registers.png
Bar = 20 µm. Other sequential cells in the stronger grey, the rest of the logic in the fainter grey.
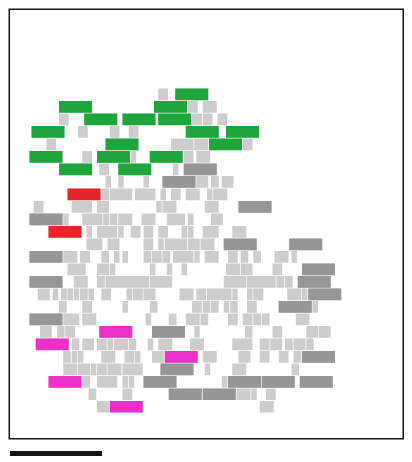
cell_classes.png
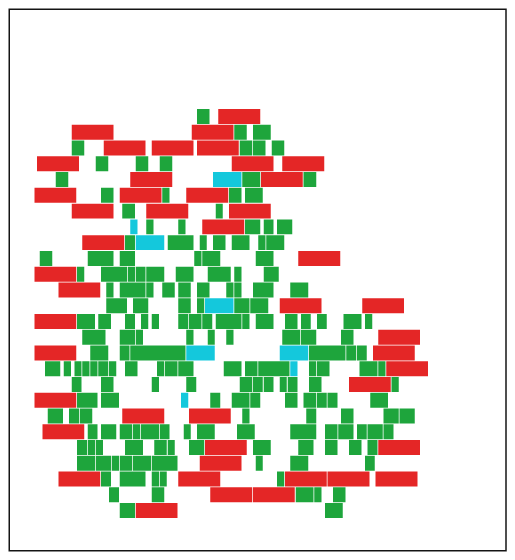
final_congestion.png
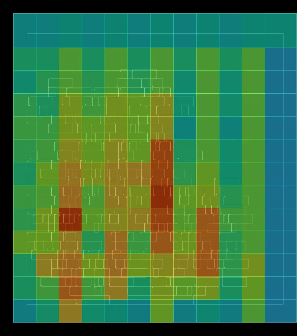
metal_stack.png
Bar = 20 µm.
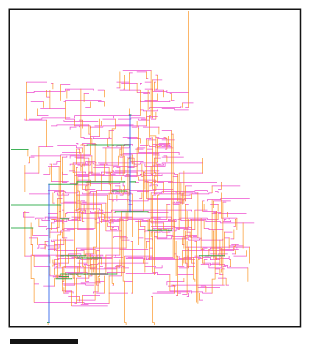
wire_density.png
Bar = 20 µm. 17 x 19 tiles, from dark blue (low) to red (high), scaled to the fullest tile. Values are wire area over tile area, all layers added.
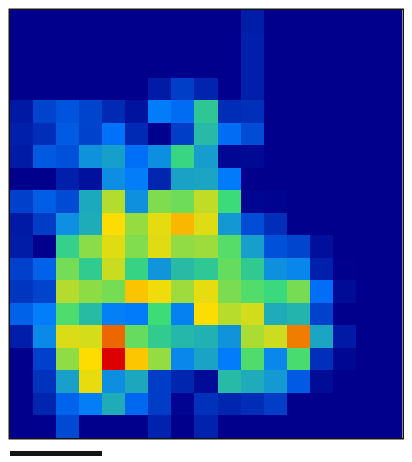
`src/rtl/key_bounce_gen_pkg.sv`:
```
// Shared types, constants and parameter defaults for the key bounce emulator.
// Also holds the LFSR step and seed-sanitising helpers.
package key_bounce_pkg;

   typedef enum logic [1:0] {
      ST_IDLE,
      ST_BOUNCE,
      ST_SETTLE
   } kb_state_e;

   // Taps for x^16 + x^14 + x^13 + x^11 + 1 (state bits 15, 13, 12, 10).
   localparam logic [15:0] LFSR_TAPS = 16'hB400;

   localparam int unsigned GAP_W = 16;

   localparam int unsigned DEF_BOUNCE_CNT  = 3;
   localparam int unsigned DEF_GAP_MIN     = 4;
   localparam logic [15:0] DEF_GAP_MASK    = 16'h0003;
   localparam int unsigned DEF_SETTLE_CYC  = 20;
   localparam logic        DEF_RESET_LEVEL = 1'b1;
   localparam logic [15:0] DEF_LFSR_SEED   = 16'hACE1;

   function automatic logic [15:0] lfsr_step(input logic [15:0] s);
      return {s[14:0], ^(s & LFSR_TAPS)};
   endfunction

   // An all-zero seed would lock the LFSR up, so it is replaced by 1.
   function automatic logic [15:0] seed_fix(input logic [15:0] s);
      return (s == '0) ? 16'h0001 : s;
   endfunction

endpackage

```
`src/rtl/key_bounce_gen_if.sv`:
```
// Key-level signals between the stimulus side (master) and the emulator (slave).
interface key_bounce_gen_if;

   logic Pin_in;
   logic Bounce_en;
   logic Pin_out;
   logic Busy;
   logic Done;

   modport master (
      output Pin_in,
      output Bounce_en,
      input  Pin_out,
      input  Busy,
      input  Done
   );

   modport slave (
      input  Pin_in,
      input  Bounce_en,
      output Pin_out,
      output Busy,
      output Done
   );

endinterface

```
`src/rtl/key_bounce_gen_lfsr16.sv`:
```
// 16-bit Fibonacci LFSR, free-running, with a synchronous load of a sanitised seed.
module lfsr16
   import key_bounce_pkg::*;
(
   input  logic        clk,
   input  logic        rst,
   input  logic [15:0] seed,
   output logic [15:0] state
);

   always_ff @(posedge clk) begin
      if (rst) begin
         state <= seed_fix(seed);
      end else begin
         state <= lfsr_step(state);
      end
   end

endmodule

```
`src/rtl/key_bounce_gen.sv`:
```
// Emulates a bouncing mechanical key: each clean level change on Pin_in becomes
// a burst of randomly timed away-and-back transitions followed by a settle window.
module key_bounce_gen
   import key_bounce_pkg::*;
#(
   parameter int unsigned BOUNCE_CNT  = DEF_BOUNCE_CNT,
   parameter int unsigned GAP_MIN     = DEF_GAP_MIN,
   parameter logic [15:0] GAP_MASK    = DEF_GAP_MASK,
   parameter int unsigned SETTLE_CYC  = DEF_SETTLE_CYC,
   parameter logic        RESET_LEVEL = DEF_RESET_LEVEL,
   parameter logic [15:0] LFSR_SEED   = DEF_LFSR_SEED
)
(
   input  logic             Sys_clk,
   input  logic             Sys_reset,
   key_bounce_gen_if.slave  kb
);

   localparam logic [GAP_W-1:0] GAP_BASE  = GAP_W'(GAP_MIN - 1);
   localparam logic [GAP_W-1:0] SETTLE_LD = GAP_W'(SETTLE_CYC - 1);
   localparam logic [4:0]       TOGGLES   = 5'(2 * BOUNCE_CNT);

   kb_state_e        state_q, state_d;
   logic             pin_in_r;
   logic             level_q, level_d;
   logic             pin_out_q, pin_out_d;
   logic             busy_q, busy_d;
   logic             done_q, done_d;
   logic             tgt_q, tgt_d;
   logic [GAP_W-1:0] gap_q, gap_d;
   logic [4:0]       tog_q, tog_d;
   logic [15:0]      lfsr_q;
   logic [GAP_W-1:0] hold_ld;

   lfsr16 u_lfsr (
      .clk   (Sys_clk),
      .rst   (Sys_reset),
      .seed  (LFSR_SEED),
      .state (lfsr_q)
   );

   // Counter preload for a segment of H cycles, sampled at segment start.
   assign hold_ld = GAP_BASE + (lfsr_q & GAP_MASK);

   always_ff @(posedge Sys_clk) begin
      if (Sys_reset) begin
         state_q   <= ST_IDLE;
         pin_in_r  <= RESET_LEVEL;
         level_q   <= RESET_LEVEL;
         pin_out_q <= RESET_LEVEL;
         busy_q    <= 1'b0;
         done_q    <= 1'b0;
         tgt_q     <= RESET_LEVEL;
         gap_q     <= '0;
         tog_q     <= '0;
      end else begin
         state_q   <= state_d;
         pin_in_r  <= kb.Pin_in;
         level_q   <= level_d;
         pin_out_q <= pin_out_d;
         busy_q    <= busy_d;
         done_q    <= done_d;
         tgt_q     <= tgt_d;
         gap_q     <= gap_d;
         tog_q     <= tog_d;
      end
   end

   always_comb begin
      state_d   = state_q;
      level_d   = level_q;
      pin_out_d = pin_out_q;
      busy_d    = busy_q;
      done_d    = 1'b0;
      tgt_d     = tgt_q;
      gap_d     = gap_q;
      tog_d     = tog_q;

      unique case (state_q)
         ST_IDLE: begin
            if (!kb.Bounce_en) begin
               level_d   = pin_in_r;
               pin_out_d = pin_in_r;
            end else if (pin_in_r != level_q) begin
               tgt_d     = pin_in_r;
               pin_out_d = pin_in_r;
               busy_d    = 1'b1;
               if (TOGGLES != '0) begin
                  state_d = ST_BOUNCE;
                  gap_d   = hold_ld;
                  tog_d   = TOGGLES;
               end else begin
                  state_d = ST_SETTLE;
                  gap_d   = SETTLE_LD;
               end
            end
         end

         ST_BOUNCE: begin
            if (gap_q != '0) begin
               gap_d = gap_q - GAP_W'(1);
            end else begin
               // Odd remaining count means this toggle returns to tgt; the hold
               // after the final return is the settle window, not another segment.
               pin_out_d = tog_q[0] ? tgt_q : ~tgt_q;
               tog_d     = tog_q - 5'd1;
               if (tog_q == 5'd1) begin
                  state_d = ST_SETTLE;
                  gap_d   = SETTLE_LD;
               end else begin
                  gap_d   = hold_ld;
               end
            end
         end

         ST_SETTLE: begin
            if (gap_q != '0) begin
               gap_d = gap_q - GAP_W'(1);
            end else begin
               done_d  = 1'b1;
               level_d = tgt_q;
               busy_d  = 1'b0;
               state_d = ST_IDLE;
            end
         end

         default: begin
            state_d = ST_IDLE;
         end
      endcase
   end

   assign kb.Pin_out = pin_out_q;
   assign kb.Busy    = busy_q;
   assign kb.Done    = done_q;

endmodule
```
`src/flat_wrapper.sv`:
```
// flat-port wrapper written by rule: the top's interface ports become plain ports
module key_bounce_gen_flat import key_bounce_pkg::*;
#(
   parameter int unsigned BOUNCE_CNT  = DEF_BOUNCE_CNT,
   parameter int unsigned GAP_MIN     = DEF_GAP_MIN,
   parameter logic [15:0] GAP_MASK    = DEF_GAP_MASK,
   parameter int unsigned SETTLE_CYC  = DEF_SETTLE_CYC,
   parameter logic        RESET_LEVEL = DEF_RESET_LEVEL,
   parameter logic [15:0] LFSR_SEED   = DEF_LFSR_SEED
)
  (Sys_clk, Sys_reset, kb_Pin_in, kb_Bounce_en, kb_Pin_out, kb_Busy, kb_Done);
  key_bounce_gen_if kb_i ();
  input  logic Sys_clk;
  input  logic Sys_reset;
  input wire logic [$bits(kb_i.Pin_in)-1:0] kb_Pin_in;
  input wire logic [$bits(kb_i.Bounce_en)-1:0] kb_Bounce_en;
  output wire logic [$bits(kb_i.Pin_out)-1:0] kb_Pin_out;
  output wire logic [$bits(kb_i.Busy)-1:0] kb_Busy;
  output wire logic [$bits(kb_i.Done)-1:0] kb_Done;
  assign kb_i.Pin_in = kb_Pin_in;
  assign kb_i.Bounce_en = kb_Bounce_en;
  assign kb_Pin_out = kb_i.Pin_out;
  assign kb_Busy = kb_i.Busy;
  assign kb_Done = kb_i.Done;
  key_bounce_gen #(.BOUNCE_CNT(BOUNCE_CNT), .GAP_MIN(GAP_MIN), .GAP_MASK(GAP_MASK), .SETTLE_CYC(SETTLE_CYC), .RESET_LEVEL(RESET_LEVEL), .LFSR_SEED(LFSR_SEED)) u_core (.Sys_clk(Sys_clk), .Sys_reset(Sys_reset), .kb(kb_i));
endmodule
```
`config.mk`:
```
export PLATFORM = sky130hd
export DESIGN_NAME = key_bounce_gen_flat
export DESIGN_NICKNAME = d
export VERILOG_FILES = /design/src/rtl/key_bounce_gen_pkg.sv /design/src/rtl/key_bounce_gen_if.sv /design/src/rtl/key_bounce_gen_lfsr16.sv /design/src/rtl/key_bounce_gen.sv /design/src/flat_wrapper.sv
export SDC_FILE = /design/constraint.sdc
export NUM_CORES = 1
export LEC_CHECK = 0
export CAP_MARGIN = 30
export CORE_ASPECT_RATIO = 1.1
export CORE_MARGIN = 4
export CORE_UTILIZATION = 33
export DETAILED_ROUTE_END_ITERATION = 10
export DONT_BUFFER_PORTS = 1
export SETUP_SLACK_MARGIN = 0.2
export SYNTH_ARGS = -nofsm -noshare
export SYNTH_HDL_FRONTEND = slang
export SYNTH_SLANG_ARGS = --single-unit
```
`constraint.sdc`:
```
create_clock -name Sys_clk -period 5.36 [get_ports Sys_clk]
set_clock_uncertainty 0.2 [all_clocks]
set_input_delay 0.804 -clock Sys_clk [delete_from_list [all_inputs] [get_ports Sys_clk]]
set_output_delay 0.804 -clock Sys_clk [all_outputs]
set_load 0.05 [all_outputs]
```
==> impl_metrics.py <==
# Auto-generated metrics
metrics = {
    "critical_path": {
        "reg2reg_to": "u_core.gap_q[11]$_SDFFE_PP0P_",
        "path_max_fanout": 19,
        "arrival_ps": 2660,
        "r2r_setup_slack_ps": 2680,
        "path_class": "flip-flop to flip-flop",
        "cp_slowest_cell": "nand4b_2",
        "rr_worst_depth": 7,
        "path_cells": "inv_1 > ha_1 > nor4b_1 > nand4b_2 > a31oi_1 > a31o_2 > nor2_1",
        "r2r_start": "u_core.gap_q[0]$_SDFFE_PP0P_",
    },
    "global_route": {
        "grt_max_degree": 42,
        "grt_pass1_vias": 1500,
        "grt_remaining_overflow": 0,
        "antenna_found_initial": 0,
        "grt.busiest_layer": "met2",
        "grt.met2_usage": 0.170,
        "grt_pass1_wl_um": 7070,
    },
    "yosys": {
        "syn-cell-area_um2": 2180,
        "synth_flop_count": 45,
        "yosysMostFrequentCell": "dfxtp_1",
        "yosys-stat-area_um2": 2180,
        "synth_cells": 243,
        "synth_warnings": 0,
        "synth.avg_cell_area_um2": 8.96,
        "ys_seq_share": 0.414,
        "syn_nets": 254,
        "ys_cells": 243,
        "netlist.area_leader.share": 0.414,
        "yosys-top-cells-area": "dfxtp_1, ha_1, nor2_1",
        "yosysTopAreaCell": "dfxtp_1",
        "common_cells": "dfxtp_1, nor2_1, a21oi_1",
        "yosysUniqueCellTypes": 50,
    },
    "clock_tree": {
        "cts_tree": "yes",
        "cts-root-buf": "clkbuf_8",
        "cts.sinks": 45,
        "cts_setup_buffers": 0,
        "cts_resized": 0,
        "clk_latency_ps": 290,
        "cts-hold-fix-buffers": 0,
    },
    "detailed_routing": {
        "antenna_left": 0,
        "vias_per_cell": 5.11,
        "drtPass1Iterations": 4,
        "drcViolationCount": 0,
        "dr_wl_met2_um": 1810,
        "top_layer": "met4",
        "met1_length_um": 2080,
    },
    "layout": {
        "layout_top_cell": "dfxtp_1",
        "inverters": 12,
        "area_growth_pct": 6.38,
        "final_cell_area_um2": 2320,
        "num-clock-buffers": 8,
        "dominant_cells": "logic gates",
        "final_layout_top_logic_cells": "dfxtp_1, nor2_1, a21oi_1, inv_1",
        "layout-drive-gt1-share": 0.108,
        "comb_area_um2": 1190,
        "bufAreaShareNonClock": 0,
        "clk_share": 0.0346,
        "sh_comb_area": 0.514,
        "flops": 45,
    },
    "timing": {
        "setup_tns_ps": 0,
        "layout_min_cycle_time_ps": 2680,
        "hold_viol": 0,
        "finalClockPeriodUsage": 0.501,
        "slew_headroom": 0.331,
        "worst_pin_slew_ps": 989,
        "fin_ws_ps": 2680,
        "fmax_ghz": 0.373,
        "grt_setup_unrepaired": "false",
    },
    "placement": {
        "pre_cts_ws_ps": 2660,
        "postPlaceCellArea_um2": 2240,
        "dp_hpwl_um": 2820,
        "io_buffers": 0,
        "gp_congestion": 0.798,
    },
    "floorplan": {
        "fp_util": 0.345,
        "fp.coreArea_um2": 6310,
        "num_tap_cells": 80,
        "rows": 30,
        "dieHeight_um": 93.2,
    },
    "pwr": {
        "p_leak_uw": 0.000846,
        "power-per-cell-area_nw_per_um2": 622,
        "ir_drop_mv": 0.267,
        "power.total_uw": 1440,
    },
    "worst_hold_path": {
        "min_from": "u_core.u_lfsr.state[9]$_SDFF_PP0_",
        "holdCritPathClass": "flip-flop to flip-flop",
        "hold_depth": 1,
        "holdPathEnd": "u_core.u_lfsr.state[10]$_SDFF_PP1_",
    },
    "run_status": {
        "status": "finished clean",
    },
    "flow_run": {
        "drv_cap": 0,
    },
}
Notes on registers.png above:
Key: u_core.state_q = red [sequential cells 2]; u_core.u_lfsr.state = green [sequential cells 16]; u_core.tog_q = magenta [sequential cells 5, where bottom left]
Another 22 sequential cells are not coloured.
Final Util: 0.367
Reg area: 901 µm²
Seq/total area: 0.389

Notes on cell_classes.png above:
Key: flip-flops = red [cells 45, share of their area 41%]; all other logic = green [cells 188, share of their area 56%]; clock drivers and dummy loads = cyan [cells 8, share of their area 3.6%]

Notes on final_congestion.png above:
Overall Global Routing Usage: 0.109
met3 GRT Util: 0.0229
met1 Use GR: 0.145

Notes on metal_stack.png above:
Key: met3 = green [wire length 132 µm]; met1 = magenta [wire length 2080 µm]; met4 = blue [wire length 69.4 µm]; met2 = orange [wire length 1810 µm]

Notes on wire_density.png above:
The fullest tile reaches 0.43. The densest ninth of the die: middle. 15% of the tiles are over half the peak. 45% of the tiles are nearly empty. The emptiest ninth of the die: top right. The mean over all tiles is 0.080.
post-DR wirelength/cell: 12.7 µm
total routed wirelength: 4090 µm
Vias: 1641

==> state kept, by name, indices dropped and copies added (netlist names) <==
register             count
u_core.gap_q            16
u_core.u_lfsr.state     16
u_core.kb.Busy           1
u_core.state_q           2
u_core.tog_q             5
u_core.level_q           1
u_core.kb.Done           1
u_core.tgt_q             1
u_core.kb.Pin_out        1
u_core.pin_in_r          1
==> kinds of logic after synthesis <==
group / after synthesis / share of synthesized area
muxes: 4 / 0.0195
adders and majority gates: 7 / 0.0402
DFF: 45 / 0.414
xor gates and xnor gates: 13 / 0.0523
buffers and inverters: 22 / 0.0396
and+or+nand+nor: 104 / 0.279
AOI/OAI and AO/OA: 48 / 0.155
==> power breakdown <==
part	internal, µW	switching, µW
clock	92.7	105
combinational	302	437
sequential	411	93.8
Power figures rest on the tool's default switching activity, not on a simulated workload.
